==> config.mk <==
export PLATFORM = sky130hd
export DESIGN_NAME = hazard_scoreboard
export DESIGN_NICKNAME = d
export VERILOG_FILES = /design/src/rtl/hazard_scoreboard_pkg.sv /design/src/rtl/hazard_scoreboard_mdu_busy_counter.sv /design/src/rtl/hazard_scoreboard.sv
export SDC_FILE = /design/constraint.sdc
export NUM_CORES = 1
export LEC_CHECK = 0
export CORE_MARGIN = 4
export CORE_UTILIZATION = 33
export CTS_BUF_LIST = sky130_fd_sc_hd__clkbuf_4 sky130_fd_sc_hd__clkbuf_8 sky130_fd_sc_hd__clkbuf_16
export DETAILED_ROUTE_END_ITERATION = 16
export HOLD_SLACK_MARGIN = 0.05
export SLEW_MARGIN = 5
export SYNTH_ARGS = -nofsm -noshare
export SYNTH_HDL_FRONTEND = slang
export SYNTH_SLANG_ARGS = --single-unit
==> constraint.sdc <==
create_clock -name clk -period 2.2 [get_ports clk]
set_input_delay 0.22 -clock clk [delete_from_list [all_inputs] [get_ports clk]]
set_output_delay 0.22 -clock clk [all_outputs]
set_load 0.005 [all_outputs]
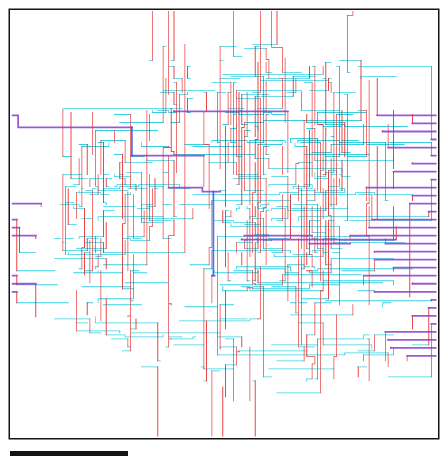
(run_1/metal_stack.png)
Bar = 20 µm.
purple -> met3  # wire length 324 µm
blue -> met4  # wire length 19.0 µm
red -> met2  # wire length 1930 µm
cyan -> met1  # wire length 1560 µm
wire per inst: 15.9 µm
total wire length: 3840 µm
GRT Total Usage: 14.8%

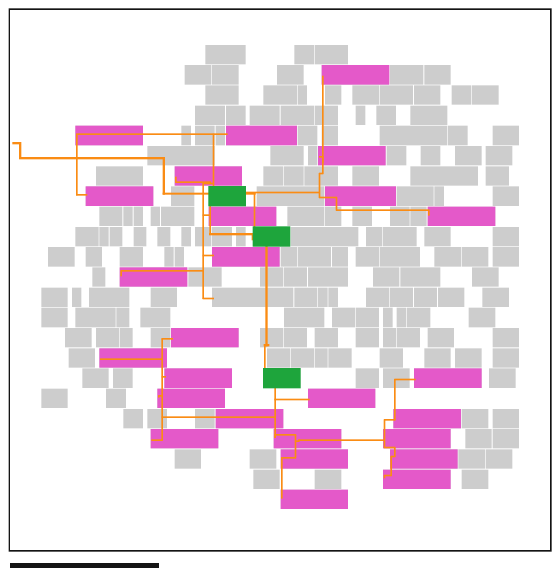
(run_1/clock_map.png)
Bar = 20 µm.
green -> cells driving clock nets  # count 3
magenta -> flip-flops  # count 26
orange -> clock wires  # length 305 µm
routed clock nets = 4
Worst Skew: 0.00567 ns
clk ins delay skew pair: 0.27 ns
clock network power: 0.391 mW
Clock power frac: 20.2%

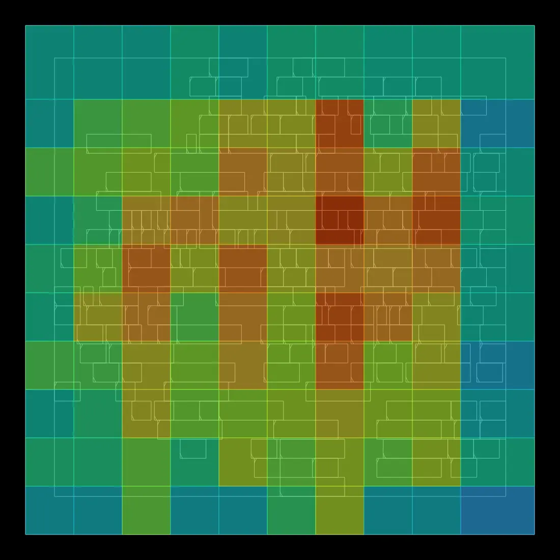
(run_1/final_congestion.png)
gr busiest metal: met2
met1 GRT Util: 18.2%
M3 GR Usage: 3.58%
final core utilization: 57.0%
met2 Use GR: 26.1%

==> impl_metrics.env, run 1 <==
# flow metrics
export IMPL_final_max_slew_viol_count=0
export IMPL_critical_path_top_delay_family="AND-OR/OR-AND gates"
export IMPL_syn_area_per_cell_um2=11.0
export IMPL_switching_power_mw=0.606
export IMPL_status="finished with violations"
export IMPL_worstPathMaxFanout=4
export IMPL_fillers=351
export IMPL_ys_sh_xor_pct=14.0
export IMPL_crit_arrival_ns=2.45
export IMPL_period_needed_ns=2.24
export IMPL_final_seq_area_um2=653
export IMPL_vdd_drop_max_uv=543
export IMPL_wl_met2_um=1930
export IMPL_worstPathBufferInverterCount=4
export IMPL_top_area_cell="dfrtp_1"
export IMPL_ff_count=26
export IMPL_gp_congestion=0.827
export IMPL_drcViolationCount=0
export IMPL_cts_root_buf="clkbuf_8"
export IMPL_ys_sh_mux_pct=0.726
export IMPL_synth_adder_area_share_pct=9.07
export IMPL_htree_num_levels=1
export IMPL_synthDistinctLibCells=26
export IMPL_setup_violations=2
export IMPL_violations="setup timing"
export IMPL_buffers_excl_clock=65
export IMPL_rsz0062_at_grt="true"
export IMPL_ys_flops=26
export IMPL_area_growth_syn_to_layout_pct=66.4
export IMPL_fin_crit_sh_pct=102
export IMPL_inverters=10
export IMPL_synth_compound_area_share_pct=11.5
export IMPL_p_sw_share_pct=31.2
export IMPL_tap_cell_count=50
export IMPL_ys_seq_share_pct=47.2
export IMPL_wl_met3_um=323
export IMPL_relSlewSlack_pct=77.5
export IMPL_crit_required_ns=2.41
export IMPL_hpwlAfterDp_um=2990
export IMPL_cp_num_cells=11
export IMPL_fin_ws_ns=-0.0392
export IMPL_postPlaceCellArea_mm2=0.00200
export IMPL_dr_pass1_iters=4
export IMPL_clk_pin_slew_ns=0.09
export IMPL_fp_row_count=23
export IMPL_worstPathCellList="ha_4 -> buf_4 -> a22oi_2 -> nand4_1 -> o22ai_2 -> a222oi_1 -> buf_4 -> buf_6 -> clkbuf_16 -> a211o_4 -> a21oi_2"
export IMPL_most_common_cell="dfrtp_1"
export IMPL_cellPowerDensity_mw_per_mm2=846
export IMPL_ant_nets=0
export IMPL_n_antenna_cell=0
export IMPL_dp_slack_ns=-0.494
export IMPL_antenna_found_initial=0
export IMPL_grt_pass1_vias=1326
export IMPL_synth_edff_count=0
export IMPL_cp_start_kind="flop"
export IMPL_mi_logic_area_um2=823
export IMPL_worstSetupEndpointType="flop"
export IMPL_lay_top_cells="clkdlybuf4s50_1 (46), dfrtp_1 (24), xnor2_1 (22)"
export IMPL_hold_buffers=0
export IMPL_worst_slew_pin_slew_ns=0.337
export IMPL_logic_gates=87
export IMPL_comb_power_mw=0.874
export IMPL_tns_ns=-0.0455
export IMPL_fin_hold_ws_ns=0.309
export IMPL_cts_setup_buffers=2
export IMPL_io_buffers=50
export IMPL_top_power_group="combinational logic"
export IMPL_cap_violations=0
export IMPL_powerSeq_mw=0.676
export IMPL_slowest_stage="dfrtp_2"
export IMPL_core_mm2=0.00403
export IMPL_crit_type="flop to flop"
export IMPL_syn_nets=162
export IMPL_die_height_um=72.6
export IMPL_clock_area_share_pct=3.11
==> run 2, diff against run 1 <==
--- a/config.mk
+++ b/config.mk
@@ -5,6 +5,7 @@
 export SDC_FILE = /design/constraint.sdc
 export NUM_CORES = 1
 export LEC_CHECK = 0
+export CAP_MARGIN = 20
 export CORE_MARGIN = 4
 export CORE_UTILIZATION = 33
 export CTS_BUF_LIST = sky130_fd_sc_hd__clkbuf_4 sky130_fd_sc_hd__clkbuf_8 sky130_fd_sc_hd__clkbuf_16
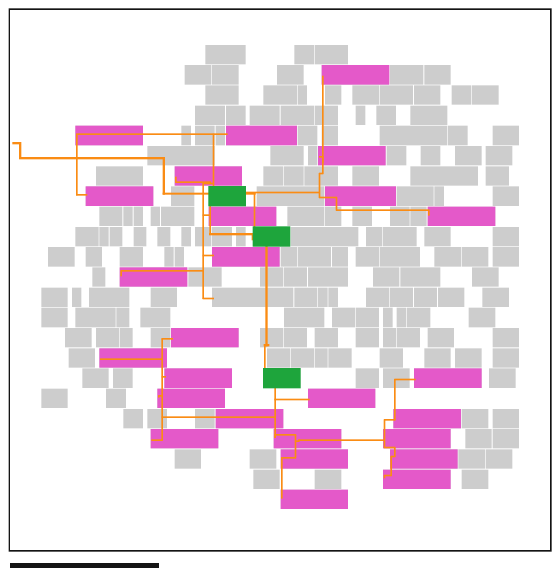
(run_2/clock_map.png)
Bar = 20 µm.
orange -> clock wires  # length 305 µm
magenta -> flip-flops  # count 26
green -> cells driving clock nets  # count 3
routed clock nets = 4

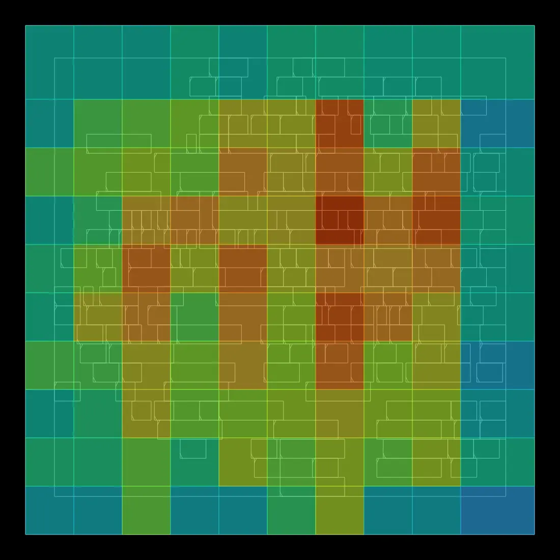
(run_2/final_congestion.png)

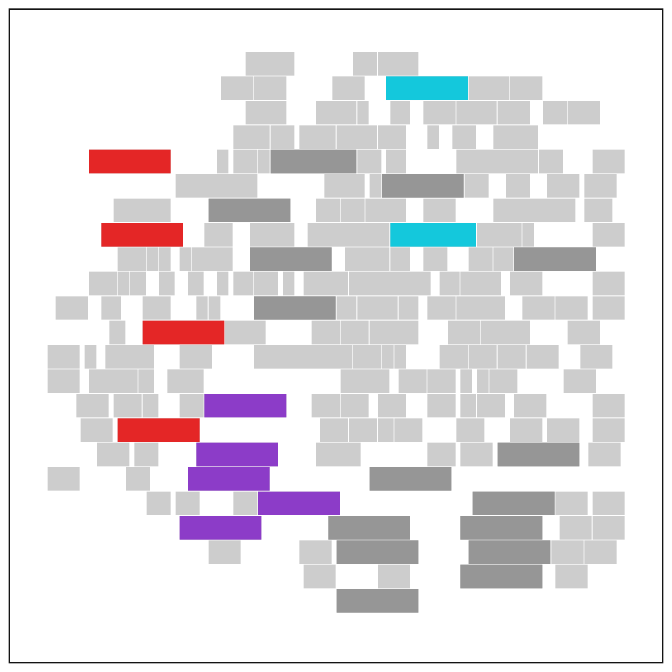
(run_2/registers.png)
Other sequential cells in the stronger grey, the rest of the logic in the fainter grey.
purple -> e_a3  # flops 5
red -> u_mdu_busy_counter.cnt  # flops 4
cyan -> m_tnew  # flops 2
Seq area share: 28.5%
Flop area: 653 µm²
Power Sequential: 0.676 mW

==> run 2 against run 1 <==
Effect of this change: the flow still finishes with violations (setup timing); worst setup slack stayed put; routed wire length stayed put; sequential share of layout area unchanged; sequential cell count did not move; cell area stayed put; critical endpoint unchanged.
==> impl_metrics.env, run 2 <==
# flow metrics
export IMPL_grt_ovfl_total=0
export IMPL_cp_start_kind="flop"
export IMPL_n_antenna_cell=0
export IMPL_worst_slew_pin_slew_ns=0.337
export IMPL_area_growth_syn_to_layout_pct=66.4
export IMPL_comb_power_mw=0.874
export IMPL_grt_pass1_vias=1326
export IMPL_syn_area_per_cell_um2=11.0
export IMPL_vdd_drop_max_uv=543
export IMPL_switching_power_mw=0.606
export IMPL_top_area_cell="dfrtp_1"
export IMPL_antenna_found_initial=0
export IMPL_final_max_slew_viol_count=0
export IMPL_met3_usage_pct=3.58
export IMPL_ant_nets=0
export IMPL_grt_use_met1_pct=18.2
export IMPL_synth_compound_area_share_pct=11.5
export IMPL_ys_sh_xor_pct=14.0
export IMPL_ff_count=26
export IMPL_io_pins=51
export IMPL_fin_crit_sh_pct=102
export IMPL_routed_wl_um=3840
export IMPL_die_height_um=72.6
export IMPL_clk_pin_slew_ns=0.09
export IMPL_relSlewSlack_pct=77.5
export IMPL_final_util_pct=57.0
export IMPL_inverters=10
export IMPL_dr_pass1_iters=4
export IMPL_mi_logic_area_um2=823
export IMPL_status="finished with violations"
export IMPL_worstPathBufferInverterCount=4
export IMPL_logic_gates=87
export IMPL_violations="setup timing"
export IMPL_cp_num_cells=11
export IMPL_p_sw_share_pct=31.2
export IMPL_synth_edff_count=0
export IMPL_hold_buffers=0
export IMPL_cap_violations=0
export IMPL_clock_area_share_pct=3.11
export IMPL_period_needed_ns=2.24
export IMPL_top_power_group="combinational logic"
export IMPL_powerClk_mw=0.391
export IMPL_tap_cell_count=50
export IMPL_insertion_delay_ns=0.27
export IMPL_synthDistinctLibCells=26
export IMPL_crit_type="flop to flop"
export IMPL_buffers_excl_clock=65
export IMPL_io_buffers=50
export IMPL_core_mm2=0.00403
export IMPL_critical_path_top_delay_family="AND-OR/OR-AND gates"
export IMPL_lay_top_cells="clkdlybuf4s50_1 (46), dfrtp_1 (24), xnor2_1 (22)"
export IMPL_crit_arrival_ns=2.45
export IMPL_pwr_share_clk_pct=20.2
export IMPL_cts_setup_buffers=2
export IMPL_grt_usage_pct=14.8
export IMPL_drcViolationCount=0
export IMPL_dp_slack_ns=-0.494
export IMPL_most_common_cell="dfrtp_1"
export IMPL_synth_adder_area_share_pct=9.07
export IMPL_ctsResizeCount=15
export IMPL_postPlaceCellArea_mm2=0.00200
export IMPL_clock_skew_ns=0.00567
export IMPL_rsz0062_at_grt="true"
export IMPL_htree_num_levels=1
export IMPL_fp_row_count=23
export IMPL_worstPathCellList="ha_4 -> buf_4 -> a22oi_2 -> nand4_1 -> o22ai_2 -> a222oi_1 -> buf_4 -> buf_6 -> clkbuf_16 -> a211o_4 -> a21oi_2"
export IMPL_ys_sh_mux_pct=0.726
export IMPL_cts_root_buf="clkbuf_8"
export IMPL_syn_area_mm2=0.00138
export IMPL_fin_ws_ns=-0.0392
export IMPL_setup_violations=2
export IMPL_gp_congestion=0.827
export IMPL_hpwlAfterDp_um=2990
export IMPL_ys_flops=26
export IMPL_tns_ns=-0.0455
No activity file was given, so power comes from the tool's default toggle rates.
